==> config.mk <==
export PLATFORM = sky130hd
export DESIGN_NAME = seq_detector_param_flat
export DESIGN_NICKNAME = d
export VERILOG_FILES = /design/src/rtl/seq_detector_param_if.sv /design/src/rtl/seq_detector_param.sv /design/src/flat_wrapper.sv
export SDC_FILE = /design/constraint.sdc
export NUM_CORES = 1
export LEC_CHECK = 0
export ABC_AREA = 1
export CAP_MARGIN = 30
export CORE_MARGIN = 2
export CORE_UTILIZATION = 55
export DETAILED_ROUTE_END_ITERATION = 10
export GPL_TIMING_DRIVEN = 0
export PLACE_DENSITY = 0.83
export SLEW_MARGIN = 10
export SYNTH_ARGS = -nofsm -noshare
export SYNTH_HDL_FRONTEND = slang
export SYNTH_SLANG_ARGS = --single-unit
==> constraint.sdc <==
create_clock -name clk -period 5.05 [get_ports clk]
set_clock_uncertainty 0.1 [all_clocks]
set_input_delay 1.01 -clock clk [delete_from_list [all_inputs] [get_ports clk]]
set_output_delay 1.01 -clock clk [all_outputs]
set_load 0.02 [all_outputs]
==> src/rtl/seq_detector_param_if.sv <==
// Bus bundle for the serial pattern detector: bit stream, pattern load,
// counter clear, and the detector's match flag and match count.
interface seq_detector_param_if #(
    parameter int PAT_W = 4,
    parameter int CNT_W = 8
);
    logic             in;
    logic             in_valid;
    logic             overlap;
    logic [PAT_W-1:0] pat;
    logic             pat_load;
    logic             cnt_clr;
    logic             out;
    logic [CNT_W-1:0] match_cnt;

    // Producer / control side
    modport master (
        output in, in_valid, overlap, pat, pat_load, cnt_clr,
        input  out, match_cnt
    );

    // Detector side
    modport slave (
        input  in, in_valid, overlap, pat, pat_load, cnt_clr,
        output out, match_cnt
    );
endinterface

==> src/rtl/seq_detector_param.sv <==
// Parametrised serial bit-pattern detector with a runtime-loadable pattern,
// selectable overlapping/non-overlapping detection and a saturating match
// counter. The match flag is a registered Moore output.
module seq_detector_param #(
    parameter int               PAT_W    = 4,
    parameter logic [PAT_W-1:0] PAT_INIT = 4'b1011,
    parameter int               CNT_W    = 8
) (
    input  logic                clk,
    input  logic                rst,
    seq_detector_param_if.slave bus
);
    localparam int               FILL_W    = $clog2(PAT_W + 1);
    localparam logic [FILL_W-1:0] FILL_FULL = FILL_W'(PAT_W);
    localparam logic [CNT_W-1:0]  CNT_MAX   = {CNT_W{1'b1}};

    logic [PAT_W-1:0]  pat_q,  pat_d;
    logic [PAT_W-1:0]  hist_q, hist_d;
    logic [FILL_W-1:0] fill_q, fill_d;
    logic              out_q,  out_d;
    logic [CNT_W-1:0]  cnt_q,  cnt_d;

    logic [PAT_W-1:0]  hist_n;
    logic [FILL_W-1:0] fill_n;
    logic              hit;

    assign bus.out       = out_q;
    assign bus.match_cnt = cnt_q;

    // Candidate history/fill if the current bit is accepted; fill saturates
    // so a fully primed window stays primed in overlapping mode.
    assign hist_n = {hist_q[PAT_W-2:0], bus.in};
    assign fill_n = (fill_q == FILL_FULL) ? fill_q : fill_q + FILL_W'(1);

    // Next-state: pattern load beats an accepted bit; counter clear beats a hit.
    always_comb begin
        pat_d  = pat_q;
        hist_d = hist_q;
        fill_d = fill_q;
        out_d  = out_q;
        cnt_d  = cnt_q;
        hit    = 1'b0;

        if (bus.pat_load) begin
            pat_d  = bus.pat;
            hist_d = '0;
            fill_d = '0;
            out_d  = 1'b0;
        end else if (bus.in_valid) begin
            // The fill qualifier keeps a zeroed history from matching an
            // all-zeros pattern before PAT_W real bits have arrived.
            hit   = (fill_n == FILL_FULL) && (hist_n == pat_q);
            out_d = hit;
            if (hit && !bus.overlap) begin
                hist_d = '0;
                fill_d = '0;
            end else begin
                hist_d = hist_n;
                fill_d = fill_n;
            end
        end

        if (bus.cnt_clr) begin
            cnt_d = '0;
        end else if (hit && (cnt_q != CNT_MAX)) begin
            cnt_d = cnt_q + CNT_W'(1);
        end
    end

    // State registers with immediate return to the power-on pattern on reset.
    always_ff @(posedge clk or posedge rst) begin
        if (rst) begin
            pat_q  <= PAT_INIT;
            hist_q <= '0;
            fill_q <= '0;
            out_q  <= 1'b0;
            cnt_q  <= '0;
        end else begin
            pat_q  <= pat_d;
            hist_q <= hist_d;
            fill_q <= fill_d;
            out_q  <= out_d;
            cnt_q  <= cnt_d;
        end
    end
endmodule
==> src/flat_wrapper.sv <==
// flat-port wrapper written by rule: the top's interface ports become plain ports
module seq_detector_param_flat 
#(
    parameter int               PAT_W    = 4,
    parameter logic [PAT_W-1:0] PAT_INIT = 4'b1011,
    parameter int               CNT_W    = 8
)
  (clk, rst, bus_in, bus_in_valid, bus_overlap, bus_pat, bus_pat_load, bus_cnt_clr, bus_out, bus_match_cnt);
  seq_detector_param_if #(.PAT_W(PAT_W), .CNT_W(CNT_W)) bus_i ();
  input  logic clk;
  input  logic rst;
  input wire logic [$bits(bus_i.in)-1:0] bus_in;
  input wire logic [$bits(bus_i.in_valid)-1:0] bus_in_valid;
  input wire logic [$bits(bus_i.overlap)-1:0] bus_overlap;
  input wire logic [$bits(bus_i.pat)-1:0] bus_pat;
  input wire logic [$bits(bus_i.pat_load)-1:0] bus_pat_load;
  input wire logic [$bits(bus_i.cnt_clr)-1:0] bus_cnt_clr;
  output wire logic [$bits(bus_i.out)-1:0] bus_out;
  output wire logic [$bits(bus_i.match_cnt)-1:0] bus_match_cnt;
  assign bus_i.in = bus_in;
  assign bus_i.in_valid = bus_in_valid;
  assign bus_i.overlap = bus_overlap;
  assign bus_i.pat = bus_pat;
  assign bus_i.pat_load = bus_pat_load;
  assign bus_i.cnt_clr = bus_cnt_clr;
  assign bus_out = bus_i.out;
  assign bus_match_cnt = bus_i.match_cnt;
  seq_detector_param #(.PAT_W(PAT_W), .PAT_INIT(PAT_INIT), .CNT_W(CNT_W)) u_core (.clk(clk), .rst(rst), .bus(bus_i));
endmodule
### Met1 routing

The bar under the picture is 10 µm long. Supply wires on this layer in grey.
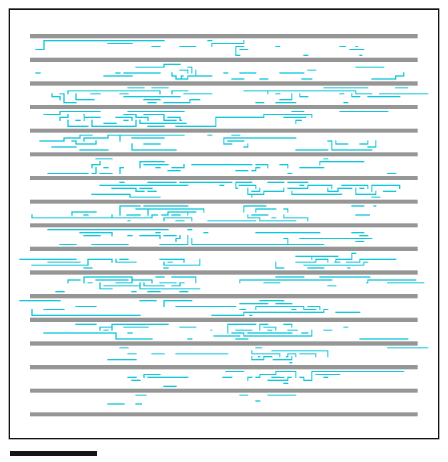
main direction	horizontal
wire length on this layer	944 µm
nets with wire on the layer	159
share of all routed wire	45%

### Metal 2

Cells faint in the background.
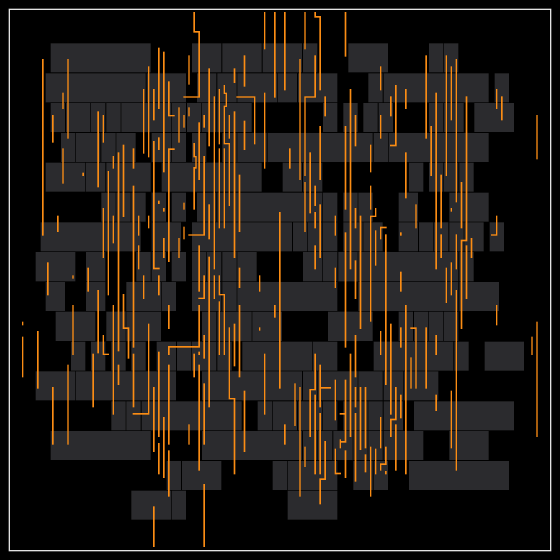
main direction	vertical
nets with wire on the layer	149

### Signal wires on met3

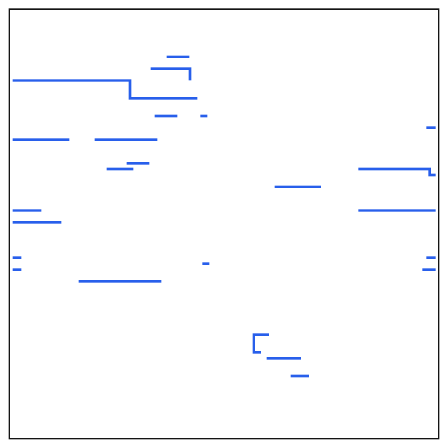
wire length on this layer	106 µm
nets with wire on the layer	21
longest straight run	13.3 µm

### Congestion heat map

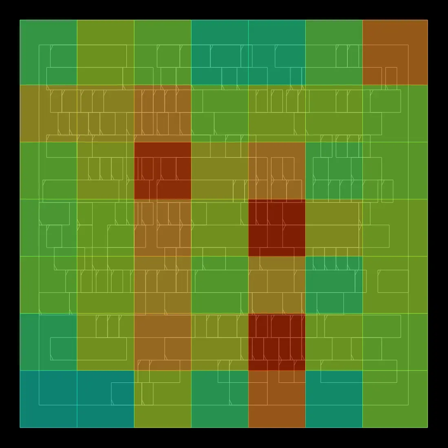
Total GRT Usage: 20.1%
grt met1 use: 25.1%
busiest layer in global routing: met2
fin util: 69.8%

### Wiring heat map

10 x 10 tiles, from dark blue (low) to red (high), scaled to the fullest tile. Values are wire area over tile area, all layers added.
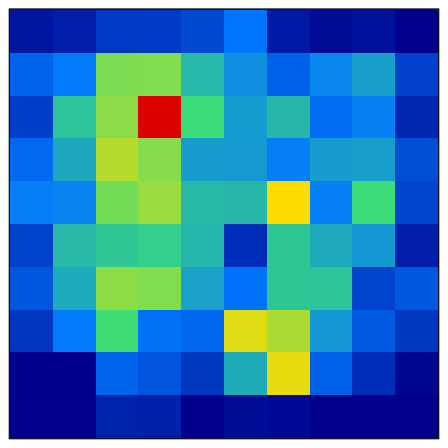
nearly empty tiles	11%
tiles over half the peak	15%
fullest tile	0.49
via count: 987
WL/cell: 10.9 µm
drt total wl: 2.12 mm

==> impl_metrics.csv <==
group,metric,value,unit
outcome,status,"finished, final reports clean",
routing,drt_iter0_markers,21,
floorplanning,ios,20,
sta,period_used_share,49.8,%
synthesis,ys_top_logic_family,"simple AND/OR/NAND/NOR gates",
cells_and_area,stdcell_count,194,
cells_and_area,final.fill_count,161,
synthesis,synthDistinctLibCells,23,
sta,timing.slew.headroom,52.8,%
cells_and_area,top_area_cell_class,"logic gates",
synthesis,syn_avg_cell_area,7.71,µm²
grt,antenna_found_initial,0,
synthesis,netlist_instances,146,
synthesis,top_cell_area_share,35.6,%
cells_and_area,layout.nets,182,
sta,hold_viol_final,0,
synthesis,xor_area_share,3.11,%
synthesis,edf_count,0,
cts,cts.sinks,19,
critical_path,worstSetupPathType,"reg2out",
routing,wl_met1,943,µm
cells_and_area,flops,19,
pwr,internal_power,219,µW
cts,path_clk_slew,0.11,ns
placement,gp_congestion,0.843,
cts,post_cts_buffers,0,
critical_path,worstSetupStartpoint,"u_core.bus.match_cnt[5]$_DFFE_PP0P_",
critical_path,r2r-start,"u_core.fill_q[0]$_DFFE_PP0P_",
floorplanning,die_y,49.3,µm
cts,clock_latency,0.30,ns
grt,grt_util_met3,4.29,%
synthesis,ys_area,1130,µm²
cells_and_area,regArea,479,µm²
cells_and_area,final_common_cell,"nand2_1",
synthesis,floorplan.nets,160,
floorplanning,die_w,49.3,µm
min_path,min_path_cells,2,
placement,place_hpwl,1.58,mm
sta,min_period,2.52,ns
cells_and_area,drive_above_1_share,11.4,%
pwr,switching_share,28.9,%
floorplanning,tap_cells,27,
placement,place_ws,2.47,ns
critical_path,reg2reg_depth,11,
flow_run,drv_cap,0,
cts,hold_buffers,0,
routing,ant_nets,0,
synthesis,aoi_share,5.44,%
synthesis,synth_adder_area_share,3.33,%
routing,drtPass1Iterations,5,
placement,port_buffers,17,
critical_path,crit_buf_inv,1,
cells_and_area,num_antenna_cells,0,
routing,highest_layer,"met4",
routing,vias_per_cell,5.09,
floorplanning,rows,16,
sta,hold_ws,0.409,ns
critical_path,worst-path-stages,1,
critical_path,cp.arrival,1.41,ns
critical_path,cp_slowest_cell,"clkdlybuf4s50_1",
cts,cts_root_buffer,"clkbuf_4",
synthesis,synth-main-ff-cell,"dfrtp_1",
critical_path,cp.required,3.94,ns
sta,drv_slew,0,
floorplanning,design.die.area,2430,µm²
pwr,p_sw,89.0,µW
sta,finalWorstSetupSlack,2.53,ns
grt,overflow,0,
placement,dp.cells,190,
cells_and_area,seq_share,35.3,%
cts,htreeDepth,1,
critical_path,crit_path_end,"bus_match_cnt[5]",
min_path,hp-start,"u_core.pat_q[1]$_DFFE_PP1P_",
cells_and_area,clockBufferCount,4,
routing,route.detailed.drc,0,
flow_run,warnings,27,
critical_path,crit_chain,"clkdlybuf4s50_1",
pwr,pg_comb,60.7,µW
synthesis,yosys_warnings,0,
critical_path,slowest_delay,0.65,ns
critical_path,path_delay_family,"buffers and inverters",
pwr,p_comb_share,19.7,%
grt,grt_pass1_wl,3.80,mm
routing,met2_length,1.05,mm
pwr,total_leakage_power,0.665,nW
pwr,clkPwrFrac,25.3,%
cells_and_area,clkCellAreaFrac,1.94,%
floorplanning,initial_core_util,58.0,%
cells_and_area,mi_logic_area,551,µm²
pwr,seq_power,169,µW
cells_and_area,n_all_buffers,19,
floorplanning,core,1940,µm²
synthesis,async_reset_ff_share,100,%
cts,clk_path_buf_depth,2,
cells_and_area,nNonClkInverters,23,
cells_and_area,most-common-layout-cells,"42 x nand2_1, 22 x inv_1, 17 x clkdlybuf4s50_1",
cells_and_area,postLayoutCellArea,1360,µm²
sta,rsz0062_at_grt,"no",
synthesis,yosysMostFrequentCell,"nand2_1",
cts,post_cts_resize_count,0,
pwr,clock_power,77.8,µW
synthesis,ys_sh_simple,37.0,%
cells_and_area,comb_area_share,40.6,%
synthesis,yosys.stat.seqShare,42.6,%
cts,cts_buffers,3,
pwr,ir_drop,0.237,mV
pwr,power.total,308,µW
critical_path,r2r-end,"u_core.bus.match_cnt[6]$_DFFE_PP0P_",
synthesis,ys_ff,19,
pwr,p_seq_share,55.0,%
sta,setup_tns,0,ns
sta,setup-violations-final,0,
synthesis,common_cells,"42 x nand2_1, 22 x inv_1, 16 x dfrtp_1, 16 x nand3_1, 11 x nor2_1",
sta,tightest_slew,0.707,ns
pwr,power_leader,"sequential cells",
min_path,min_delay_worst_endpoint,"u_core.pat_q[1]$_DFFE_PP1P_",
cells_and_area,nMultiInputCombCells,102,
synthesis,synth.cell_area,1130,µm²
placement,postPlaceCellArea,1330,µm²
cells_and_area,area_growth,20.4,%
cts,cts_tree,"yes",
min_path,worst_hold_path_type,"reg2reg",
pwr,power_density,227,nW/µm²
cells_and_area,bufAreaShareNonClock,13.3,%
synthesis,mux_area_share,0,%
critical_path,worst-path-max-fanout,6,
critical_path,r2r_slack,3.25,ns
critical_path,cp-end-kind,"primary output",
synthesis,synth_stat.cells,146,
grt,grt_max_degree,20,
critical_path,cp-start-kind,"register",
grt,met2_usage,33.8,%
cells_and_area,largest_reg_flops,8,
grt,grt_pass1_vias,925,
Power and IR drop assume default switching activity.
